### Cells coloured by class, run 1

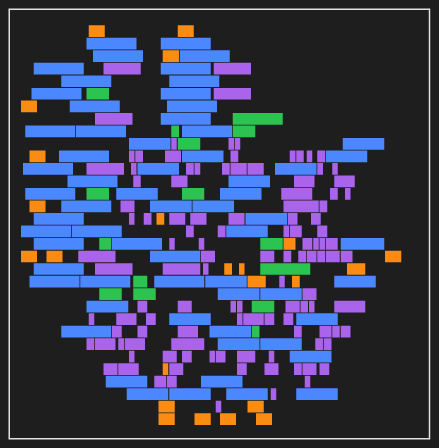
### Routing congestion, run 1

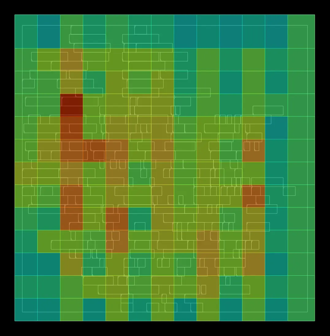
### Placement density heat map, run 1

The die is cut into 9 by 9 equal tiles; black is low, pale yellow is high, 0 to 100% covered.
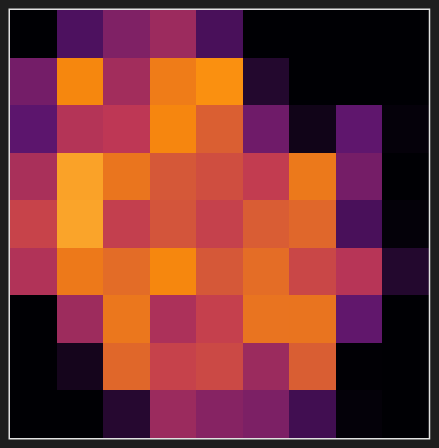
===== src/rtl/uart_tx.sv =====
// uart_tx: 8N1 UART transmitter with a small write FIFO and CTS flow control.
// Ports:
//   uart_clock  - system-rate clock, rising edge
//   reset       - asynchronous, active-high
//   data_in     - byte to queue, taken when write && ready
//   write       - write strobe, one byte per cycle
//   ready       - FIFO not full
//   cts         - peer clear-to-send (asynchronous, synchronised internally)
//   tx          - registered serial line, idle high
//   busy        - frame in progress or bytes queued
//   overflow    - sticky flag, a write arrived while full (cleared by reset)
module uart_tx #(
    parameter int CLK_FREQ      = 12000000,
    parameter int BAUD_RATE     = 115200,
    parameter int TICKS_PER_BIT = CLK_FREQ / BAUD_RATE,
    parameter int FIFO_DEPTH    = 4
) (
    input  logic       uart_clock,
    input  logic       reset,
    input  logic [7:0] data_in,
    input  logic       write,
    output logic       ready,
    input  logic       cts,
    output logic       tx,
    output logic       busy,
    output logic       overflow
);
    localparam int AW = $clog2(FIFO_DEPTH);
    localparam int TW = $clog2(TICKS_PER_BIT);
    localparam logic [AW:0] FULL = (AW+1)'(FIFO_DEPTH);
    localparam logic [TW-1:0] LAST_TICK = TW'(TICKS_PER_BIT - 1);

    typedef enum logic [1:0] {IDLE, START, DATA, STOP} state_t;

    state_t        state, state_next;
    logic          cts_m, cts_s;
    logic [7:0]    mem [FIFO_DEPTH];
    logic [AW-1:0] wr_ptr, rd_ptr;
    logic [AW:0]   count;
    logic [7:0]    shift_reg;
    logic [TW-1:0] tick_cnt;
    logic [2:0]    bit_idx;
    logic          push, pop, bit_end, tx_next;

    always_ff @(posedge uart_clock or posedge reset)
        if (reset) state <= IDLE;
        else       state <= state_next;

    always_comb begin
        state_next = state;
        case (state)
            IDLE:    state_next = pop ? START : IDLE;
            START:   state_next = bit_end ? DATA : START;
            DATA:    state_next = (bit_end && bit_idx == 3'd7) ? STOP : DATA;
            STOP:    state_next = bit_end ? IDLE : STOP;
            default: state_next = IDLE;
        endcase
    end

    always_comb begin
        ready   = count < FULL;
        busy    = state != IDLE || count != '0;
        push    = write && ready;
        // cts is only honoured between frames, so a drop never cuts a frame short
        pop     = state == IDLE && count != '0 && cts_s;
        bit_end = tick_cnt == LAST_TICK;
        tx_next = tx;
        case (state)
            IDLE:    tx_next = !pop;
            START:   tx_next = bit_end ? shift_reg[0] : tx;
            DATA:    tx_next = bit_end ? (bit_idx == 3'd7 ? 1'b1 : shift_reg[0]) : tx;
            STOP:    tx_next = 1'b1;
            default: tx_next = 1'b1;
        endcase
    end

    always_ff @(posedge uart_clock or posedge reset)
        if (reset) begin
            tx        <= 1'b1;
            shift_reg <= '0;
            tick_cnt  <= '0;
            bit_idx   <= '0;
        end else begin
            tx       <= tx_next;
            tick_cnt <= (state == IDLE || bit_end) ? '0 : tick_cnt + 1'b1;
            if (pop)
                shift_reg <= mem[rd_ptr];
            else if (bit_end && (state == START || (state == DATA && bit_idx != 3'd7)))
                shift_reg <= shift_reg >> 1;
            // leaving START zeroes the index; each DATA bit boundary advances it
            if (bit_end)
                bit_idx <= state == DATA ? bit_idx + 1'b1 : 3'd0;
        end

    always_ff @(posedge uart_clock or posedge reset)
        if (reset) begin
            cts_m    <= 1'b0;
            cts_s    <= 1'b0;
            wr_ptr   <= '0;
            rd_ptr   <= '0;
            count    <= '0;
            overflow <= 1'b0;
        end else begin
            cts_m  <= cts;
            cts_s  <= cts_m;
            wr_ptr <= push ? wr_ptr + 1'b1 : wr_ptr;
            rd_ptr <= pop ? rd_ptr + 1'b1 : rd_ptr;
            count  <= count + {{AW{1'b0}}, push} - {{AW{1'b0}}, pop};
            if (write && !ready)
                overflow <= 1'b1;
        end

    always_ff @(posedge uart_clock)
        if (push) mem[wr_ptr] <= data_in;

endmodule


===== config.mk =====
export PLATFORM = sky130hd
export DESIGN_NAME = uart_tx
export DESIGN_NICKNAME = d
export VERILOG_FILES = /design/src/rtl/uart_tx.sv
export SDC_FILE = /design/constraint.sdc
export NUM_CORES = 1
export LEC_CHECK = 0
export ABC_CLOCK_PERIOD_IN_PS = 3100
export CORE_AREA = 2 2 89 91
export CTS_CLUSTER_SIZE = 28
export DETAILED_ROUTE_END_ITERATION = 10
export DIE_AREA = 0 0 91 93
export GPL_TIMING_DRIVEN = 0
export SKIP_CTS_REPAIR_TIMING = 1
export SLEW_MARGIN = 20
export SYNTH_ARGS = -nofsm -noshare
export SYNTH_HDL_FRONTEND = slang
export SYNTH_SLANG_ARGS = --single-unit

===== constraint.sdc =====
create_clock -name uart_clock -period 3.1 [get_ports uart_clock]
set_clock_uncertainty 0.2 [all_clocks]
set_input_delay 0.93 -clock uart_clock [delete_from_list [all_inputs] [get_ports uart_clock]]
set_output_delay 0.93 -clock uart_clock [all_outputs]
set_load 0.01 [all_outputs]

==> notes.md, run 1 <==
Results of an implementation run.

The flow ran to the end, and the final reports show no timing, DRC or antenna violations. The timing report lists the critical path depth as 3 cells. The remaining antenna violation count is 0.

In the log, the iteration count for the first detailed-route pass is 4. The clock passes through at most 2 buffers. For this run, asynchronously set or reset flops after synthesis account for 0.4921.

The number of synthesized flops with an enable pin is 32. The beginning of the worst hold path is cts_m$_DFF_PP0_. Per the cell usage report, the commonest logic cells after layout are 32 x sky130_fd_sc_hd__edfxtp_1, 30 x sky130_fd_sc_hd__dfrtp_1, 18 x sky130_fd_sc_hd__nand2_1. The number of synthesis warnings is 0. The die height is 93 um.

The met2 track utilization from global routing is 0.1728. The final hold violation count is 0. The end point of the critical path is busy. The worst hold path stage count is 0. Setup repair after global routing left no endpoint under its margin. Synthesis produced a netlist whose cell count is 186. The initial antenna violation count is 0. The power report lists the clock group at 0.000755 W. For this run, the script counts the antenna cells in the layout as 0.

Of the total power, the clock network draws 0.289. The script parses the final routing iteration and logs DRC violations as 0. The minimum setup slack in the final design is 247.8 ps. The standard-cell row count is 32. Hold is met by 152.4 ps. The master of the slowest instance on the critical path is sky130_fd_sc_hd__clkdlybuf4s50_1.

Based on the critical path, the design can be clocked at up to 350.6 MHz. The number of cell instances after yosys synthesis is 186. The count of unique library cells instantiated by Yosys is 38. By count the netlist is led by 32 x sky130_fd_sc_hd__edfxtp_1, 30 x sky130_fd_sc_hd__dfrtp_1, 18 x sky130_fd_sc_hd__nand2_1. The biggest area consumer among synthesized cells is sky130_fd_sc_hd__edfxtp_1. The number of global-route vias before repair came to 1516. The area taken by multi-input logic gates is 893.4 um2. In the finished design, the share of the clock period the worst path needs comes to 0.9201. The number of flip-flops and latches in the synthesized netlist is 63.

In this run the power spent charging and discharging nets is 0.0007441 W. After detailed placement, the design holds a cell count of 303. The number of nets handed over by synthesis was 207. Global routing put the most usage on met2.

Looking at the critical path, the highest net fanout was 5. For the worst setup path, the data required time is 1970 ps. The average wire length per cell after detail routing is 13.00 um. For this run, the register share of the synthesized area comes to 0.6422. In this run the VDD rail shows a maximum IR drop of 0.3530 mV. The global-route wire length before repair is 7120 um.

After synthesis, the chip area reported by Yosys is 2706 um2. The tree is rooted in a sky130_fd_sc_hd__clkbuf_8. The dominant register cell is sky130_fd_sc_hd__edfxtp_1. The detailed router reported a total wirelength of 4135 um.

The initial utilization of the core area, before any placement, comes to 0.3595. The power report attributes to the combinational group a share of 0.250. The number of port buffers is 15. The number of clock sinks is 63. The actual transition at the worst max-transition pin is 640.0 ps. The H-tree depth is 3. For this design the ratio of total power to cell area is 818.7 nW/um2.

The placement-stage cell area is 2984 um2. Summing every instance area after synthesis gives 2706 um2. Per STA, the worst path accumulates the most delay in the family simple AND/OR/NAND/NOR gates. The total buffers and inverters traversed by the critical path is 1. The clock tree from TritonCTS is done. The share of total power dissipated in sequential elements is 0.461. For the worst-skew pair, the clock arrives at the later sink with an insertion delay of 330 ps. The worst setup path is launched from a flip-flop. Entering global routing, the biggest net connects 32 pins.

The portion of synthesized cell area occupied by the leading cell type is 0.3551. The number of max-cap violations is 0. The flip-flop count of the largest register after layout is 32. The flip-flop and latch power is 0.00121 W.

The final non-filler cell area is 3194 um2. The area added between synthesis and finish is 18.03%. Counting cells, the worst reg-to-reg path comes to 8. The final number of setup-violating endpoints is 0. Summed over all combinational cells, the power is 0.000654 W. The chip occupies 8463 um2. The number of max-slew violations in the final report is 0.

The violation tally from detailed-route iteration zero is 75. According to the hold report, the worst path is of the flip-flop to flip-flop type. The number of clock buffers added by TritonCTS is 9. Per the timing report, the most critical flop-to-flop path originates at count[2]$_DFF_PP0_. The non-filler instance count after layout is 318.

The critical path start-end classification is flip-flop to output pin. The detailed-route vias per instance is 4.575. The switching share of power is 0.2845. Looking at the reg2reg group, the worst path ends at count[2]$_DFF_PP0_.

The congestion estimate from routability-driven global placement came to 0.7173. STA classifies the critical path endpoint as an output pin.
-- 'Cells coloured by class' (at the start) --
- blue: flops (cells 63; share of their area 57%)
- purple: combinational and other logic (cells 115; share of their area 30%)
- orange: other buffers and delay cells (cells 23; share of their area 6.6%)
- green: clock drivers and dummy loads (cells 15; share of their area 6.9%)

-- 'Routing congestion' (at the start) --
final core utilization: 0.4244
M1 GR Usage: 0.1409
global routing usage summed across all routing layers: 0.1110
met3 Usage GRT: 0.03143

-- 'Placement density heat map' (at the start) --
- nearly empty tiles: 25%
- fullest tile: 80%
- emptiest ninth of the die: upper right
- mean over tiles: 36%
- tiles over 75% full: 3.7%

[run 1: final cells by class]
cell class	instances	area share
inverters	6	0.007051
plain buffers	8	0.01645
flip-flops and latches	63	0.5441
well taps	102	0.03995
multi-input cells	109	0.2797
repair buffers	15	0.04700
clock inverters	6	0.02703
clock buffers	9	0.03878
[run 1: kinds of logic after synthesis]
group / share of synthesized area
flops: 0.6422
simple gates: 0.1063
xor+xnor: 0.03560
mux: 0.09246
compound gates: 0.05132
fa+ha+maj: 0.04438
buf+inv: 0.02773
[run 1: layer usage]
metal / up-vias / share of wire
met3: 8 / 0.025
met4: 0 / 0.021
met5: - / 0
li1: 714 / -
met1: 716 / 0.47
met2: 17 / 0.49
## Run 2: what changed since run 1
CAP_MARGIN = 10   (was unset)
### Placement density heat map, run 2

The die is cut into 9 by 9 equal tiles; black is low, pale yellow is high, 0 to 100% covered.
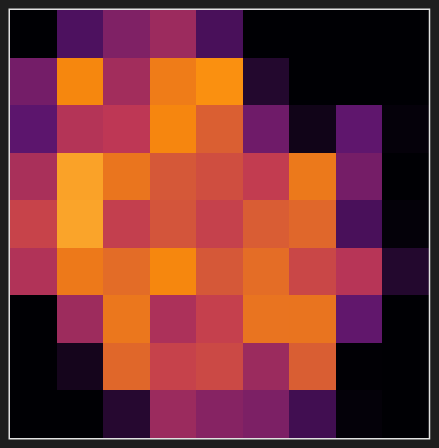
- emptiest ninth of the die: upper right
- fullest tile: 80%
- nearly empty tiles: 25%
- tiles over 75% full: 3.7%
- mean over tiles: 36%

### Drive-strength map, run 2

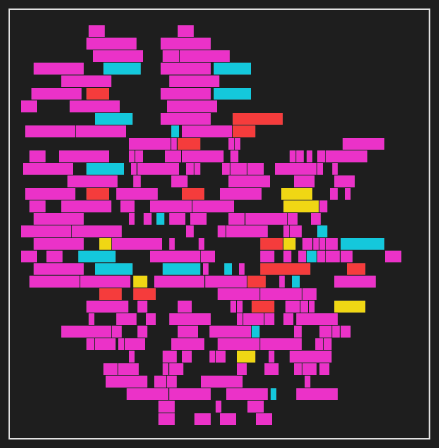
- cyan: _2 cells (cells 17; share 7.9%)
- magenta: _0 and _1 cells (cells 179; share 83%)
- red: _6 and larger (cells 13; share 6.0%)
- yellow: _3 and _4 cells (cells 7; share 3.2%)

==> notes.md, run 2 <==
Results of an implementation run.

The portion of the layout cell area used by non-clock buffers came to 0.06345 (unchanged). Per the area breakdown, the dominant cell category is registers. The worst vdd rail ir drop came to 0.3530 mV (unchanged). The number of synthesis warnings came to 0 (unchanged). The clock network fraction of total power is 0.289 (about the same).

The routed wire length came to 4135 um (unchanged). The final non-filler cell area was 3194 um2 (unchanged). The portion of synthesized cell area occupied by the leading cell type came to 0.3551 (unchanged). The count of unique library cells instantiated by Yosys is 38 (unchanged).

The routed length on met2 came to 2021 um (unchanged). The utilization after layout is 0.4244 (unchanged). The post-synthesis async set-or-reset flop share is 0.4921 (unchanged). The power per standard cell area is 818.7 nW/um2 (unchanged). The number of multi-input combinational cells is 109 (unchanged).

The pin count of the biggest net entering global routing is 32 (unchanged). The number of max-cap violations is 0 (unchanged). The synthesized netlist net count was 207 (unchanged). The initial antenna violation count is 0 (unchanged). The area figure in the yosys stat output was 2706 um2 (unchanged).

The global-route wire length before repair is 7120 um (unchanged). The routed length on met3 is 103 um (unchanged). The switching component of the power is 0.0007441 W (unchanged). The reported clock group power is 0.000755 W (about the same). The flip-flop count of the largest register after layout is 32 (unchanged). The die outline area is 8463 um2 (unchanged). The number of clock buffers inserted by TritonCTS is 9 (unchanged).

The number of port buffers was 15 (unchanged). The flip-flop and latch power is 0.00121 W (about the same). The met3 track utilization from global routing is 0.03143 (unchanged). The detailed-route vias per instance came to 4.575 (unchanged). The final antenna diode count came to 0 (unchanged). Setup repair after global routing left no endpoint under its margin.

The net count of the finished layout is 233. The combinational fraction of the cell area is 0.2797 (unchanged). The dominant register cell is sky130_fd_sc_hd__edfxtp_1. The floorplan core density was 0.3595 (unchanged). Note that the worst hold path type here is flip-flop to flip-flop. Leaving out fill and tap cells, the most frequent cells in the layout are 32 x sky130_fd_sc_hd__edfxtp_1, 30 x sky130_fd_sc_hd__dfrtp_1, 18 x sky130_fd_sc_hd__nand2_1.

Looking at hold timing, the worst path starts from cts_m$_DFF_PP0_. STA lists the endpoint of the worst register-to-register path as count[2]$_DFF_PP0_. The count of non-CTS buffers in the layout was 23 (unchanged). The final hold violation count is 0 (unchanged). The actual transition at the worst max-transition pin was 640.0 ps (unchanged).

The number of global-route vias before repair is 1516 (unchanged). The number of clock buffers in the layout came to 9 (unchanged). STA classifies the critical path endpoint as an output pin.

The number of cells on the worst reg-to-reg path is 8 (unchanged). The clock period could shrink to 2852 ps. The post-route worst hold slack is 152.4 ps (unchanged). The end point of the critical path is busy. The post-synthesis cell area is 2706 um2 (unchanged). The minimum setup slack in the final design is 247.8 ps (unchanged). For reference, the clock transition at the flip-flops on the worst setup and hold paths is 70 ps. The met1 track demand over resource in global routing was 0.1409 (unchanged).

The violation tally from detailed-route iteration zero is 75 (unchanged). The met1 routed wirelength after detailed routing is 1923 um (unchanged). The die height is 93 um (unchanged). The non-filler instance count after layout is 318 (unchanged). The DRC violation count after routing is 0 (unchanged). The most common cell in the synthesized netlist is sky130_fd_sc_hd__edfxtp_1.

The number of flip-flops and latches in the synthesized netlist is 63 (unchanged). The fraction of area in registers is 0.5441 (unchanged). The maximum clock frequency is 350.6 MHz (unchanged).

The placement-stage cell area is 2984 um2 (unchanged). The global placement routability congestion came to 0.7173 (unchanged). The proportion of synthesized chip area in sequential cells is 0.6422 (unchanged).

The final number of setup-violating endpoints is 0 (unchanged). The global-route usage over all layers is 0.1110 (unchanged). The number of synthesized flops with an enable pin is 32 (unchanged). The number of buffers on the longest clock path is 2 (unchanged). After synthesis, the most frequently instantiated cells are 32 x sky130_fd_sc_hd__edfxtp_1, 30 x sky130_fd_sc_hd__dfrtp_1, 18 x sky130_fd_sc_hd__nand2_1.

STA classifies the critical path startpoint as a flip-flop. Per the final layout report, the fraction of cells sized above drive strength 1 comes to 0.1713. The logic gate share of total power is 0.250 (about the same). The area added between synthesis and finish is 18.03% (unchanged). The well tap count was 102 (unchanged).

The top routing layer in use is met4. The clock network contribution to total cell area was 0.06581 (unchanged). The biggest area consumer among synthesized cells is sky130_fd_sc_hd__edfxtp_1. The critical path start-end classification is flip-flop to output pin. 16 I/O pins were placed. The count of flip-flops and latches is 63 (unchanged). TritonCTS built the clock tree. The number of cells in the design after placement was 303 (unchanged). Looking at the clock tree report, the root buffer type is sky130_fd_sc_hd__clkbuf_8.

The portion of the clock cycle consumed by the worst path in the final layout came to 0.9201 (unchanged). The number of iterations in the first detailed-routing pass is 4 (unchanged). The final setup TNS is 0 ps. The number of instances in the synthesized netlist came to 186 (unchanged).

The layout inverter count without the clock tree came to 6 (unchanged). The maximum fanout along the worst path is 5 (unchanged). The latest clock arrival within the worst-skew pair was 330 ps (about the same). The register share of total power is 0.461 (about the same).

The remaining antenna violation count is 0 (unchanged). The number of cell instances after yosys synthesis came to 186 (unchanged). The standard-cell row count was 32 (unchanged). The power drawn by the combinational cells is 0.000654 W (about the same). The data required time at the worst endpoint came to 1970 ps (about the same). The launch point of the worst register-to-register path is recorded as count[2]$_DFF_PP0_. The H-tree depth is 3 (unchanged). The number of clock sinks came to 63 (unchanged).

The area taken by multi-input logic gates was 893.4 um2 (unchanged). The worst hold path stage count came to 0 (unchanged). The number of max-slew violations in the final report was 0 (unchanged).

The switching share of power is 0.2845 (unchanged). The flow ran to the end, and the final reports show no timing, DRC or antenna violations.
### Routing congestion, run 2

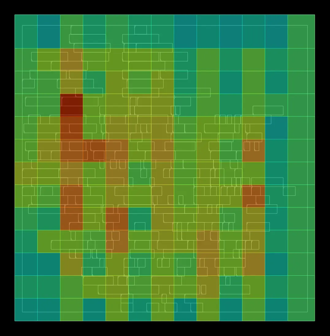
wire length per cell after detailed routing: 13.00 um
layer with the highest usage: met2
met2 Track Usage GR: 0.1728

## run 2: critical path, cell delays in order (launching register included)
cell	delay, ps
sky130_fd_sc_hd__dfrtp_1	430
sky130_fd_sc_hd__or3_1	340
sky130_fd_sc_hd__nand2b_1	150
sky130_fd_sc_hd__clkdlybuf4s50_1	480
## run 2: logic make-up after synthesis
| group | synth area share |
|---|---|
| AND-OR/OR-AND | 0.05132 |
| AND/OR/NAND/NOR | 0.1063 |
| multiplexers | 0.09246 |
| adder cells (fa/ha/maj) | 0.04438 |
| flip-flops | 0.6422 |
| XOR/XNOR | 0.03560 |
| buffers and inverters | 0.02773 |
## Run 3: what changed since run 2
CAP_MARGIN = unset   (was 10)
CTS_CLUSTER_SIZE = 8   (was 28)
### Cells coloured by class, run 3

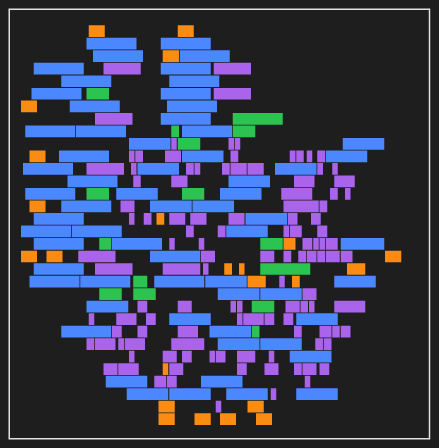
- green: clock drivers and dummy loads (cells 15; share of their area 6.9%)
- blue: flops (cells 63; share of their area 57%)
- orange: other buffers and delay cells (cells 23; share of their area 6.6%)
- purple: combinational and other logic (cells 115; share of their area 30%)

### Placement density heat map, run 3

The die is cut into 9 by 9 equal tiles; black is low, pale yellow is high, 0 to 100% covered.
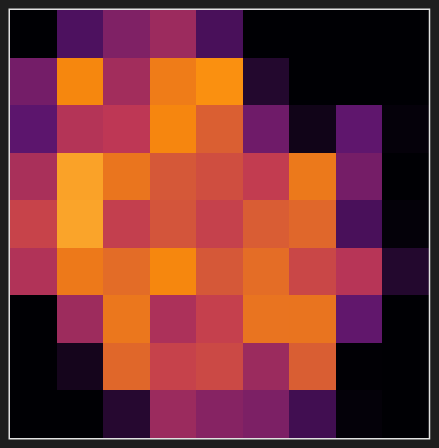
- fullest tile: 80%
- tiles over 75% full: 3.7%
- mean over tiles: 36%
- emptiest ninth of the die: upper right
- nearly empty tiles: 25%

==> notes.md, run 3 <==
Results of an implementation run.

The final non-filler cell area is 3194 um2 (unchanged). The standard-cell row count came to 32 (unchanged). The routed length on met3 is 103 um (unchanged). The met1 track demand over resource in global routing is 0.1409 (unchanged). The final hold violation count came to 0 (unchanged). The clock tree from TritonCTS is done. The number of instances in the synthesized netlist is 186 (unchanged).

The clock-pin slew of the registers on the worst-case setup and hold paths is 70 ps (about the same). The share of synthesized cell area in and-or and or-and compound cells is 0.05132 (unchanged). The number of cells in the design after placement came to 303 (unchanged).

The final number of setup-violating endpoints is 0 (unchanged). The post-route worst hold slack is 152.4 ps (unchanged). The number of synthesis warnings is 0 (unchanged). The register share of total power is 0.461 (about the same). The number of clock sinks is 63 (unchanged). The final setup TNS is 0 ps (unchanged). The adder and majority gate portion of the synthesized area is 0.04438 (unchanged). The flip-flop and latch power is 0.00121 W (about the same). In this run the most critical hold path is launched from cts_m$_DFF_PP0_. The latest clock arrival within the worst-skew pair is 330 ps (about the same). The area figure in the yosys stat output came to 2706 um2 (unchanged). The data required time at the worst endpoint was 1970 ps (about the same). The power drawn by the combinational cells is 0.000654 W (about the same). The highest layer touched by signal routing is met4.

The minimum setup slack in the final design is 247.8 ps (unchanged). The most common cell in the synthesized netlist is sky130_fd_sc_hd__edfxtp_1. The average wire length per cell after detail routing is 13.00 um (unchanged). The met2 track utilization from global routing is 0.1728 (unchanged). The maximum fanout along the worst path was 5 (unchanged). STA classifies the critical path endpoint as an output pin. The met3 track utilization from global routing came to 0.03143 (unchanged). The number of flip-flops and latches in the synthesized netlist is 63 (unchanged).

The placement-stage cell area is 2984 um2 (unchanged). The die outline area is 8463 um2 (unchanged). The end point of the critical path is busy. The post-synthesis async set-or-reset flop share is 0.4921 (unchanged). The clock network fraction of total power is 0.289 (about the same). Looking at area per cell type in the netlist, the leader is sky130_fd_sc_hd__edfxtp_1. The critical path start-end classification is flip-flop to output pin. The DRC violation count after routing is 0 (unchanged).

For reference, the top cells by count after synthesis are 32 x sky130_fd_sc_hd__edfxtp_1, 30 x sky130_fd_sc_hd__dfrtp_1, 18 x sky130_fd_sc_hd__nand2_1. The post-synthesis simple-gate area fraction is 0.1063 (unchanged). The number of max-slew violations in the final report is 0 (unchanged). The logic gate share of total power is 0.250 (about the same). The critical path startpoint category is a flip-flop. In the layout the commonest cells are 32 x sky130_fd_sc_hd__edfxtp_1, 30 x sky130_fd_sc_hd__dfrtp_1, 18 x sky130_fd_sc_hd__nand2_1. The global-route wire length before repair was 7120 um (unchanged). Per the timing report, the most critical flop-to-flop path originates at count[2]$_DFF_PP0_. The proportion of synthesized chip area in sequential cells is 0.6422 (unchanged). The portion of synthesized cell area occupied by the leading cell type is 0.3551 (unchanged). The power per standard cell area is 818.7 nW/um2 (unchanged). The post-synthesis cell area is 2706 um2 (unchanged). The initial antenna violation count is 0 (unchanged). The fraction of synthesized cell area in xor and xnor cells is 0.03560 (unchanged). The global placement routability congestion came to 0.7173 (unchanged). The non-filler instance count after layout came to 318 (unchanged). The worst vdd rail ir drop is 0.3530 mV (unchanged). The minimum clock period after layout is 2852 ps (unchanged). The portion of the clock cycle consumed by the worst path in the final layout was 0.9201 (unchanged). The worst hold path stage count is 0 (unchanged). The remaining antenna violation count came to 0 (unchanged). The number of cells on the worst reg-to-reg path is 8 (unchanged).

The H-tree depth is 3 (unchanged). The number of buffers on the longest clock path is 2 (unchanged). The reported clock group power is 0.000755 W (about the same). The floorplan core density was 0.3595 (unchanged).

The net count of the finished layout is 233 (unchanged). The pin count of the biggest net entering global routing came to 32 (unchanged). The fraction of synthesized area in multiplexers is 0.09246 (unchanged).

The area added between synthesis and finish came to 18.03% (unchanged). The dominant register cell is sky130_fd_sc_hd__edfxtp_1. The actual transition at the worst max-transition pin came to 640.0 ps (unchanged). The number of iterations in the first detailed-routing pass is 4 (unchanged). The maximum clock frequency was 350.6 MHz (unchanged). The routed length on met2 is 2021 um (unchanged). The detailed-route vias per instance is 4.575 (unchanged). The number of clock buffers inserted by TritonCTS is 9 (unchanged).

The layer with the highest usage is met2. The flip-flop count of the largest register after layout is 32 (unchanged). The final antenna diode count is 0 (unchanged). The number of global-route vias before repair is 1516 (unchanged).

The met1 routed wirelength after detailed routing came to 1923 um (unchanged). The number of max-cap violations is 0 (unchanged). The global-route usage over all layers was 0.1110 (unchanged).

The die height came to 93 um (unchanged). The utilization after layout was 0.4244 (unchanged). The flow ran to the end, and the final reports show no timing, DRC or antenna violations.

The min-delay analysis places its worst path in the category flip-flop to flip-flop. Looking at the reg2reg group, the worst path ends at count[2]$_DFF_PP0_. Setup repair after global routing left no endpoint under its margin.
### Routing congestion, run 3

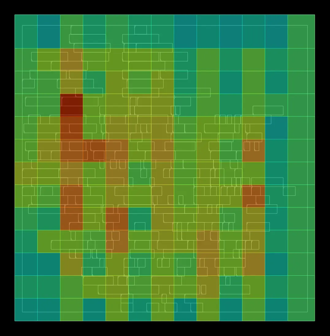

run 3: cell counts after synthesis:
Identical to the previous run, type by type.
run 3: layout make-up:
class	instances	area, um2	area share
Tap cell	102	127.6	0.03995
Multi-Input combinational cell	109	893.4	0.2797
Inverter	6	22.52	0.007051
Timing Repair Buffer	15	150.1	0.04700
Clock buffer	9	123.9	0.03878
Buffer	8	52.55	0.01645
Sequential cell	63	1738	0.5441
Clock inverter	6	86.33	0.02703
run 3: critical path, cell delays in order, from the launching register on:
cell,delay (ps)
sky130_fd_sc_hd__dfrtp_1,430
sky130_fd_sc_hd__or3_1,340
sky130_fd_sc_hd__nand2b_1,150
sky130_fd_sc_hd__clkdlybuf4s50_1,480
Power and IR drop assume default switching activity.
